File: src/rtl/esn_pkg.sv
// esn_pkg: shared width helpers and FSM state encoding for the reservoir datapath blocks.
package esn_pkg;

    localparam logic [1:0] ST_IDLE  = 2'd0;
    localparam logic [1:0] ST_ACCUM = 2'd1;
    localparam logic [1:0] ST_SCALE = 2'd2;
    localparam logic [1:0] ST_OUT   = 2'd3;

    function automatic int clog2(input int v);
        int r;
        int x;
        r = 0;
        x = v - 1;
        while (x > 0) begin
            r++;
            x = x >> 1;
        end
        return r;
    endfunction

    function automatic int prod_width(input int dw, input int ws);
        return dw + ws - 1;
    endfunction

    function automatic int acc_width(input int dw, input int ws, input int nt);
        return prod_width(dw, ws) + clog2(nt);
    endfunction

endpackage

File: src/rtl/lane_saturate.sv
// lane_saturate: arithmetic right shift of one lane sum, then clip to a signed data_width value.
module lane_saturate #(
    parameter int acc_w      = 6,
    parameter int data_width = 3,
    parameter int shift      = 1
) (
    input  logic signed [acc_w-1:0]      sum,
    output logic        [data_width-1:0] value,
    output logic                         sat
);
    localparam logic signed [acc_w-1:0] hi = acc_w'((1 << (data_width - 1)) - 1);
    localparam logic signed [acc_w-1:0] lo = ~hi;

    logic signed [acc_w-1:0] r;

    assign r     = sum >>> shift;
    assign sat   = (r > hi) || (r < lo);
    assign value = r > hi ? hi[data_width-1:0] : r < lo ? lo[data_width-1:0] : r[data_width-1:0];
endmodule

File: src/rtl/reservoir_accumulator.sv
// reservoir_accumulator: sums num_terms product beats per neuron, then shifts and saturates into a new state vector.
module reservoir_accumulator
    import esn_pkg::*;
#(
    parameter int data_width     = 3,
    parameter int weight_size    = 2,
    parameter int reservoir_size = 4,
    parameter int num_terms      = 4,
    parameter int shift          = 1,
    localparam int P  = prod_width(data_width, weight_size),
    localparam int A  = acc_width(data_width, weight_size, num_terms),
    localparam int CW = clog2(num_terms + 1)
) (
    input  logic                                 iClk,
    input  logic                                 iRst,
    input  logic                                 iValid,
    output logic                                 oReady,
    input  logic [P*reservoir_size-1:0]          iProducts,
    output logic                                 oValid,
    input  logic                                 iReady,
    output logic [data_width*reservoir_size-1:0] oData,
    output logic [reservoir_size-1:0]            oSat
);
    logic [1:0]              state, next_state;
    logic [CW-1:0]           count;
    logic signed [A-1:0]     acc [reservoir_size];
    logic [data_width-1:0]   sat_val [reservoir_size];
    logic [reservoir_size-1:0] sat_flag;
    logic                    take;

    assign take = iValid && oReady;

    always_ff @(posedge iClk) begin
        if (iRst) begin
            state <= ST_IDLE;
            count <= '0;
            oData <= '0;
            oSat  <= '0;
            for (int k = 0; k < reservoir_size; k++) acc[k] <= '0;
        end else begin
            state <= next_state;
            if (take) begin
                count <= state == ST_IDLE ? CW'(1) : count + CW'(1);
                // The first beat of an update overwrites the accumulator, so no clear cycle is needed.
                for (int k = 0; k < reservoir_size; k++)
                    acc[k] <= (state == ST_IDLE ? '0 : acc[k]) + A'($signed(iProducts[k*P +: P]));
            end
            if (state == ST_SCALE) begin
                oSat <= sat_flag;
                for (int k = 0; k < reservoir_size; k++) oData[k*data_width +: data_width] <= sat_val[k];
            end
        end
    end

    always_comb begin
        next_state = state == ST_IDLE  ? (take ? (num_terms == 1 ? ST_SCALE : ST_ACCUM) : ST_IDLE)
                   : state == ST_ACCUM ? (take && count == CW'(num_terms - 1) ? ST_SCALE : ST_ACCUM)
                   : state == ST_SCALE ? ST_OUT
                   : (iReady ? ST_IDLE : ST_OUT);
    end

    always_comb begin
        oReady = state == ST_IDLE || state == ST_ACCUM;
        oValid = state == ST_OUT;
    end

    for (genvar g = 0; g < reservoir_size; g++) begin : g_lane
        lane_saturate #(
            .acc_w      (A),
            .data_width (data_width),
            .shift      (shift)
        ) u_sat (
            .sum   (acc[g]),
            .value (sat_val[g]),
            .sat   (sat_flag[g])
        );
    end
endmodule

File: config.mk
export PLATFORM = sky130hd
export DESIGN_NAME = reservoir_accumulator
export DESIGN_NICKNAME = d
export VERILOG_FILES = /design/src/rtl/esn_pkg.sv /design/src/rtl/lane_saturate.sv /design/src/rtl/reservoir_accumulator.sv
export SDC_FILE = /design/constraint.sdc
export NUM_CORES = 1
export LEC_CHECK = 0
export CAP_MARGIN = 40
export CORE_MARGIN = 1
export CORE_UTILIZATION = 50
export DETAILED_ROUTE_END_ITERATION = 16
export GPL_TIMING_DRIVEN = 0
export PLACE_DENSITY = 0.83
export SYNTH_ARGS = -nofsm -noshare
export SYNTH_HDL_FRONTEND = slang
export SYNTH_HIERARCHICAL = 1
export SYNTH_SLANG_ARGS = --single-unit
File: constraint.sdc
create_clock -name iClk -period 2.4 [get_ports iClk]
set_clock_uncertainty 0.05 [all_clocks]
set_input_delay 0.24 -clock iClk [delete_from_list [all_inputs] [get_ports iClk]]
set_output_delay 0.24 -clock iClk [all_outputs]
set_load 0.01 [all_outputs]
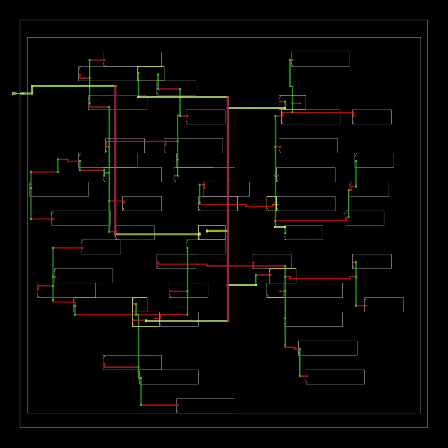
clock_nets.png
# clk buffers: 5
CTS Buf Count: 5

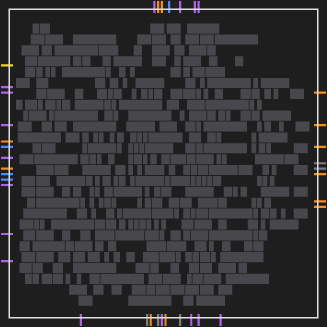
pinout.png
Scale: 4 px per um. Pins as bars across the die edge, other pins in grey.
Key: blue = oSat [pins 4, direction output, edge 3 left, 1 top]; orange = oData [pins 12, direction output, edge 6 right, 2 left, 2 top, 2 bottom]; purple = iProducts [pins 16, direction input, edge 7 left, 5 bottom, 4 top]; yellow = iClk [pins 1, direction input, edge left]
All pins by edge: 13 left, 10 bottom, 8 right, 7 top.
die extent in x: 76.7 um
Port Buffer Count: 37
die height: 76.7 um

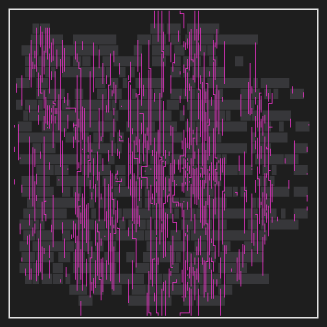
m2.png
Scale: 4 px per um.
The longest straight run is 30.4 um. The layer carries 2910 um of wire. The layer holds 48% of the routed length.
final WL: 6020 um
total number of vias: 2284

==> job_summary.md <==
### Yosys + OpenROAD results

| Metric | Value |
|---|---|
| Crit path time final | roughly 2.3 ns |
| Reg2Reg Depth | 10 |
| CTS Buffer Depth | 2 |
| Least-Margin Pin Slew | 0.595 ns |
| Nonclk buf count | between 50 and 60 |
| Largest class | combinational gates |
| Tcrit/Tclk final | between 90% and 100% |
| Max reg flops | 24 |
| Logic area | 1570 um^2 |
| Worst endpoint required time | ~2.5 ns |
| Setup TNS | 0 ns |
| Number of cells in Yosys stat | between 300 and 400 |
| Yosys stat chip area | ~2800 um^2 |
| CP max FO | 10 |
| 1st-iter DRT viols | ~130 |
| DRT met1 WL | 2590 um |
| Share of layout cells above drive strength 1 | under 10% |
| # diodes | 0 |
| XOR-XNOR Cells, Area Fraction | 5.02% |
| F_max | ~440 MHz |
| Ao+oa area frac | between 15 and 20% |
| Run status | finished, final reports clean |
| Sequential share of power | a little over half |
| Largest Register | acc |
| Non-clock buffer share | 14.8% |
| R2R Path End | acc[0][5] |
| Layout area overhead | 22.8% |
| CP bufs+invs | 3 |
| Synth Seq Share | between 40% and 50% |
| R2r startpoint | state[1] |
| Crit path kind | reg2reg |
| Max layer used | met4 |
| Comb gates | 241 |
| CTS root buf | clkbuf_8 |
| Via/cell ratio | 5.34 |
| Routed Antenna Nets | 0 |
| Drt drc | 0 |
| Yosys top cell by area | edfxtp_1 |
| Synth Instances | a little over 300 |
| H-tree depth | 2 |
| CTS tree | yes |
| Antenna violations before repair | 0 |
| Finished Cell Area | roughly 3400 um^2 |
| Leading cell type in the layout, fill and taps excluded | nand2_1 |
| ClkCell Share | about 2.6% |
| Commonest cells in the synthesized netlist | nand2_1, nor2_1, a21oi_1 |
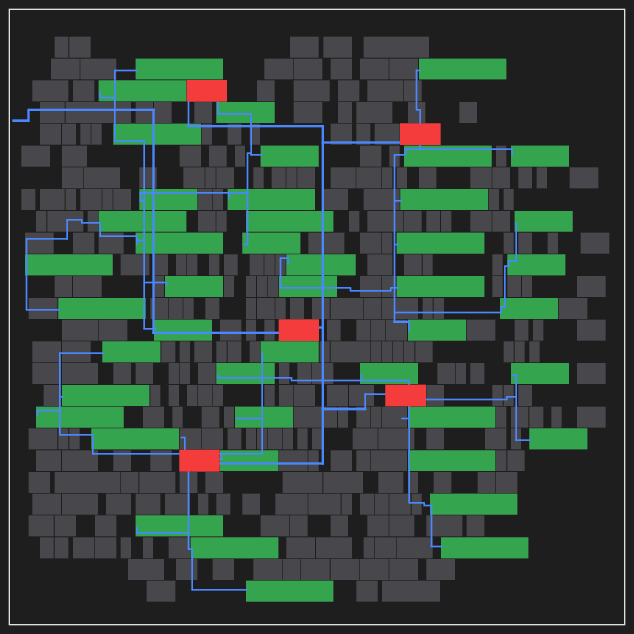
clock_wires.png
Scale: 8 px per um.
Key: red = clock-net drivers [count 5]; blue = clock wires [length 569 um]; green = flip-flops [count 45]
There are 6 routed clock nets.
power share of the clock group: 29.0%
Clk. pwr: 492 uW
Late-Pin Clk Latency: 0.31 ns

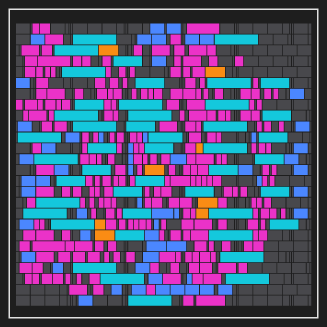
class_map.png
Scale: 4 px per um. Fill, decap, tap and diode cells in grey.
Key: cyan = registers [cells 45, share of their area 34%]; magenta = remaining logic cells [cells 248, share of their area 48%]; orange = clock drivers and dummy loads [cells 8, share of their area 2.7%]; blue = remaining buffers and delay cells [cells 57, share of their area 15%]
Placeable Area: 5240 um^2
Layout Utilization: 65.5%
Rows: 26

No activity file was given, so power comes from the tool's default toggle rates.
